**src/rtl/ps2_keymatrix.sv**
```systemverilog
// PS/2 set-2 keyboard front end emulating the 8x5 Spectrum key matrix.
// Decoded make/break codes drive a 40-bit matrix read combinationally through kd.
module ps2_keymatrix #(
  parameter int FILTER_LEN = 8,
  parameter int TIMEOUT    = 2047
) (
  input  logic       clk14,
  input  logic       rst_n,
  input  logic       ps2_clk,
  input  logic       ps2_dat,
  input  logic [7:0] addr_hi,
  output logic [4:0] kd,
  output logic       frame_err
);

  localparam int FW = $clog2(FILTER_LEN + 1);
  localparam int IW = $clog2(TIMEOUT + 1);

  typedef enum logic [1:0] {ST_IDLE, ST_EXT, ST_BRK, ST_EXTBRK} state_e;

  logic          clk_s1_q, clk_s2_q, dat_s1_q, dat_s2_q;
  logic          filt_q, fall_q;
  logic [FW-1:0] flt_cnt_q;
  logic [IW-1:0] idle_q;
  logic [3:0]    bit_cnt_q;
  logic [9:0]    sr_q;
  logic [7:0]    byte_q;
  logic          byte_vld_q, frame_err_q;
  state_e        state_q, state_d;
  logic [39:0]   m_q, m_d;
  logic          flt_done;

  assign flt_done  = (clk_s2_q != filt_q) && (flt_cnt_q == FW'(FILTER_LEN - 1));
  assign frame_err = frame_err_q;

  always_ff @(posedge clk14 or negedge rst_n) begin
    if (!rst_n) begin
      clk_s1_q  <= 1'b1;
      clk_s2_q  <= 1'b1;
      dat_s1_q  <= 1'b1;
      dat_s2_q  <= 1'b1;
      filt_q    <= 1'b1;
      flt_cnt_q <= '0;
      fall_q    <= 1'b0;
    end else begin
      clk_s1_q <= ps2_clk;
      clk_s2_q <= clk_s1_q;
      dat_s1_q <= ps2_dat;
      dat_s2_q <= dat_s1_q;
      fall_q   <= flt_done && filt_q;
      if (clk_s2_q == filt_q) begin
        flt_cnt_q <= '0;
      end else if (flt_done) begin
        filt_q    <= clk_s2_q;
        flt_cnt_q <= '0;
      end else begin
        flt_cnt_q <= flt_cnt_q + 1'b1;
      end
    end
  end

  // Frame layout after ten shifts: sr_q[0]=start, [8:1]=data, [9]=parity; stop is the live sample.
  always_ff @(posedge clk14 or negedge rst_n) begin
    if (!rst_n) begin
      idle_q      <= '0;
      bit_cnt_q   <= '0;
      sr_q        <= '0;
      byte_q      <= '0;
      byte_vld_q  <= 1'b0;
      frame_err_q <= 1'b0;
    end else begin
      byte_vld_q  <= 1'b0;
      frame_err_q <= 1'b0;
      if (fall_q) begin
        idle_q <= '0;
        if (bit_cnt_q == 4'd10) begin
          bit_cnt_q <= '0;
          if (!sr_q[0] && ^sr_q[9:1] && dat_s2_q) begin
            byte_q     <= sr_q[8:1];
            byte_vld_q <= 1'b1;
          end else begin
            frame_err_q <= 1'b1;
          end
        end else begin
          sr_q      <= {dat_s2_q, sr_q[9:1]};
          bit_cnt_q <= bit_cnt_q + 4'd1;
        end
      end else if (idle_q == IW'(TIMEOUT)) begin
        bit_cnt_q <= '0;
      end else begin
        idle_q <= idle_q + 1'b1;
      end
    end
  end

  // Bit index is row*5 + col.
  function automatic logic [39:0] key_mask(input logic [7:0] code, input logic ext);
    logic [39:0] mk;
    mk = '0;
    if (ext) begin
      case (code)
        8'h14: mk[36] = 1'b1;
        8'h6B: begin mk[0] = 1'b1; mk[19] = 1'b1; end
        8'h72: begin mk[0] = 1'b1; mk[24] = 1'b1; end
        8'h75: begin mk[0] = 1'b1; mk[23] = 1'b1; end
        8'h74: begin mk[0] = 1'b1; mk[22] = 1'b1; end
        default: mk = '0;
      endcase
    end else begin
      case (code)
        8'h12, 8'h59: mk[0] = 1'b1;
        8'h1A: mk[1]  = 1'b1;
        8'h22: mk[2]  = 1'b1;
        8'h21: mk[3]  = 1'b1;
        8'h2A: mk[4]  = 1'b1;
        8'h1C: mk[5]  = 1'b1;
        8'h1B: mk[6]  = 1'b1;
        8'h23: mk[7]  = 1'b1;
        8'h2B: mk[8]  = 1'b1;
        8'h34: mk[9]  = 1'b1;
        8'h15: mk[10] = 1'b1;
        8'h1D: mk[11] = 1'b1;
        8'h24: mk[12] = 1'b1;
        8'h2D: mk[13] = 1'b1;
        8'h2C: mk[14] = 1'b1;
        8'h16: mk[15] = 1'b1;
        8'h1E: mk[16] = 1'b1;
        8'h26: mk[17] = 1'b1;
        8'h25: mk[18] = 1'b1;
        8'h2E: mk[19] = 1'b1;
        8'h45: mk[20] = 1'b1;
        8'h46: mk[21] = 1'b1;
        8'h3E: mk[22] = 1'b1;
        8'h3D: mk[23] = 1'b1;
        8'h36: mk[24] = 1'b1;
        8'h4D: mk[25] = 1'b1;
        8'h44: mk[26] = 1'b1;
        8'h43: mk[27] = 1'b1;
        8'h3C: mk[28] = 1'b1;
        8'h35: mk[29] = 1'b1;
        8'h5A: mk[30] = 1'b1;
        8'h4B: mk[31] = 1'b1;
        8'h42: mk[32] = 1'b1;
        8'h3B: mk[33] = 1'b1;
        8'h33: mk[34] = 1'b1;
        8'h29: mk[35] = 1'b1;
        8'h14: mk[36] = 1'b1;
        8'h3A: mk[37] = 1'b1;
        8'h31: mk[38] = 1'b1;
        8'h32: mk[39] = 1'b1;
        8'h66: begin mk[0] = 1'b1; mk[20] = 1'b1; end
        default: mk = '0;
      endcase
    end
    return mk;
  endfunction

  always_ff @(posedge clk14 or negedge rst_n) begin
    if (!rst_n) begin
      state_q <= ST_IDLE;
      m_q     <= '0;
    end else begin
      state_q <= state_d;
      m_q     <= m_d;
    end
  end

  always_comb begin
    logic [39:0] mask;
    logic        ext, brk;
    state_d = state_q;
    m_d     = m_q;
    ext     = (state_q == ST_EXT) || (state_q == ST_EXTBRK);
    brk     = (state_q == ST_BRK) || (state_q == ST_EXTBRK);
    mask    = key_mask(byte_q, ext);
    if (byte_vld_q) begin
      if (byte_q == 8'hAA || byte_q == 8'h00 || byte_q == 8'hFF) begin
        m_d     = '0;
        state_d = ST_IDLE;
      end else if (byte_q == 8'hE0 && state_q == ST_IDLE) begin
        state_d = ST_EXT;
      end else if (byte_q == 8'hF0 && state_q == ST_IDLE) begin
        state_d = ST_BRK;
      end else if (byte_q == 8'hF0 && state_q == ST_EXT) begin
        state_d = ST_EXTBRK;
      end else begin
        m_d     = brk ? (m_q & ~mask) : (m_q | mask);
        state_d = ST_IDLE;
      end
    end
  end

  always_comb begin
    logic [4:0] hit;
    hit = '0;
    for (int r = 0; r < 8; r++) begin
      hit = hit | (m_q[r*5 +: 5] & {5{~addr_hi[r]}});
    end
    kd = ~hit;
  end

endmodule

```
**config.mk**
```make
export PLATFORM = sky130hd
export DESIGN_NAME = ps2_keymatrix
export DESIGN_NICKNAME = d
export VERILOG_FILES = /design/src/rtl/ps2_keymatrix.sv
export SDC_FILE = /design/constraint.sdc
export NUM_CORES = 1
export LEC_CHECK = 0
export ABC_AREA = 1
export ABC_CLOCK_PERIOD_IN_PS = 1700
export CAP_MARGIN = 20
export CORE_AREA = 4 4 89 100
export CTS_BUF_LIST = sky130_fd_sc_hd__clkbuf_8
export DETAILED_ROUTE_END_ITERATION = 6
export DIE_AREA = 0 0 93 104
export PLACE_DENSITY = 0.83
export SETUP_SLACK_MARGIN = 0.15
export SYNTH_ARGS = -nofsm -noshare
export SYNTH_HDL_FRONTEND = slang
export SYNTH_SLANG_ARGS = --single-unit
```
**constraint.sdc**
```tcl
create_clock -name clk14 -period 1.7 [get_ports clk14]
set_input_delay 0.425 -clock clk14 [delete_from_list [all_inputs] [get_ports clk14]]
set_output_delay 0.425 -clock clk14 [all_outputs]
set_load 0.03 [all_outputs]
```
==> images/pdn.png <==
The bar under the picture is 20 µm long. Pins as bars on the die edge.
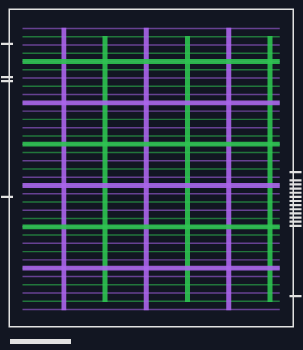
legend:
  VDD:
    colour: green
  VSS:
    colour: purple
signal pins: 18
met4 straps: 6

==> images/cell_classes.png <==
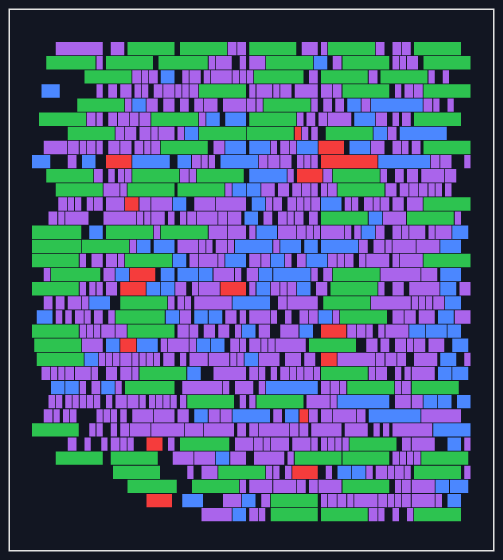
legend:
  other buffers and delay cells:
    colour: blue
    cells: 105
    share_of_their_area: 17%
  all other logic:
    colour: purple
    cells: 521
    share_of_their_area: 47%
  clock drivers and dummy loads:
    colour: red
    cells: 16
    share_of_their_area: 3.0%
  flip-flops:
    colour: green
    cells: 87
    share_of_their_area: 33%

==> images/clock_map.png <==
The bar under the picture is 20 µm long.
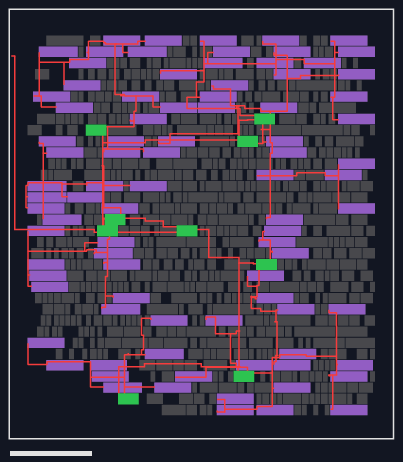
legend:
  clock wires:
    colour: red
    length: 1080 µm
  flip-flops:
    colour: purple
    count: 87
  cells driving clock nets:
    colour: green
    count: 9
flops lie: spread over the die
routed clock nets: 10
worst skew pair latency: 0.38 ns
Setup Skew: 0.02226 ns
clock network fraction of total power: 36.2%
Clock group: 0.00150 W

==> flow_metrics.env <==
# implementation run metrics
export IMPL_final_setup_viol_count=18
export IMPL_final_comb_area_um2=2710
export IMPL_fin_setup_tns_ns=-1.570
export IMPL_pg_seq_w=0.00228
export IMPL_cts_hold_fix_buffers=1
export IMPL_ys_flops=87
export IMPL_final_hold_viol_count=0
export IMPL_ys_sh_xor_pct=1.062
export IMPL_maxSlewHeadroom_pct=73.94
export IMPL_adder_share_pct=1.012
export IMPL_arrival_ns=1.58
export IMPL_fp_utilization_pct=63.19
export IMPL_drt_met1_wl_um=6167
export IMPL_vias_per_cell=6.789
export IMPL_crit_type="flop to output pin"
export IMPL_violations="DRC, setup timing"
export IMPL_crit_end="kd[3]"
export IMPL_worst_slack_ns=-0.3061
export IMPL_buffers=105
export IMPL_drc=6
export IMPL_placementRows=34
export IMPL_drive_above_1_share_pct=36.35
export IMPL_cp_end_kind="output pin"
export IMPL_ys_area_um2=4946
export IMPL_die_h_um=104
export IMPL_clk_pin_slew_worst_paths_ns=0.10
export IMPL_cap_violations=0
export IMPL_wire_per_inst_um=22.70
export IMPL_run_status="finished, violations left"
export IMPL_synth_area_per_cell_um2=7.926
export IMPL_most_common_cell="nand2_1"
export IMPL_die_area_um2=9672
export IMPL_dpl_cell_count=764
export IMPL_top_layer="met4"
export IMPL_netlist_instances=624
export IMPL_root_buffer="clkbuf_8"
export IMPL_crit_buf_inv=2
export IMPL_yosysUniqueCellTypes=39
export IMPL_period_needed_ns=2.006
export IMPL_top_regs="m_q x40, idle_q x11, sr_q x10"
export IMPL_tap_cells=108
No activity file was given, so power comes from the tool's default toggle rates.
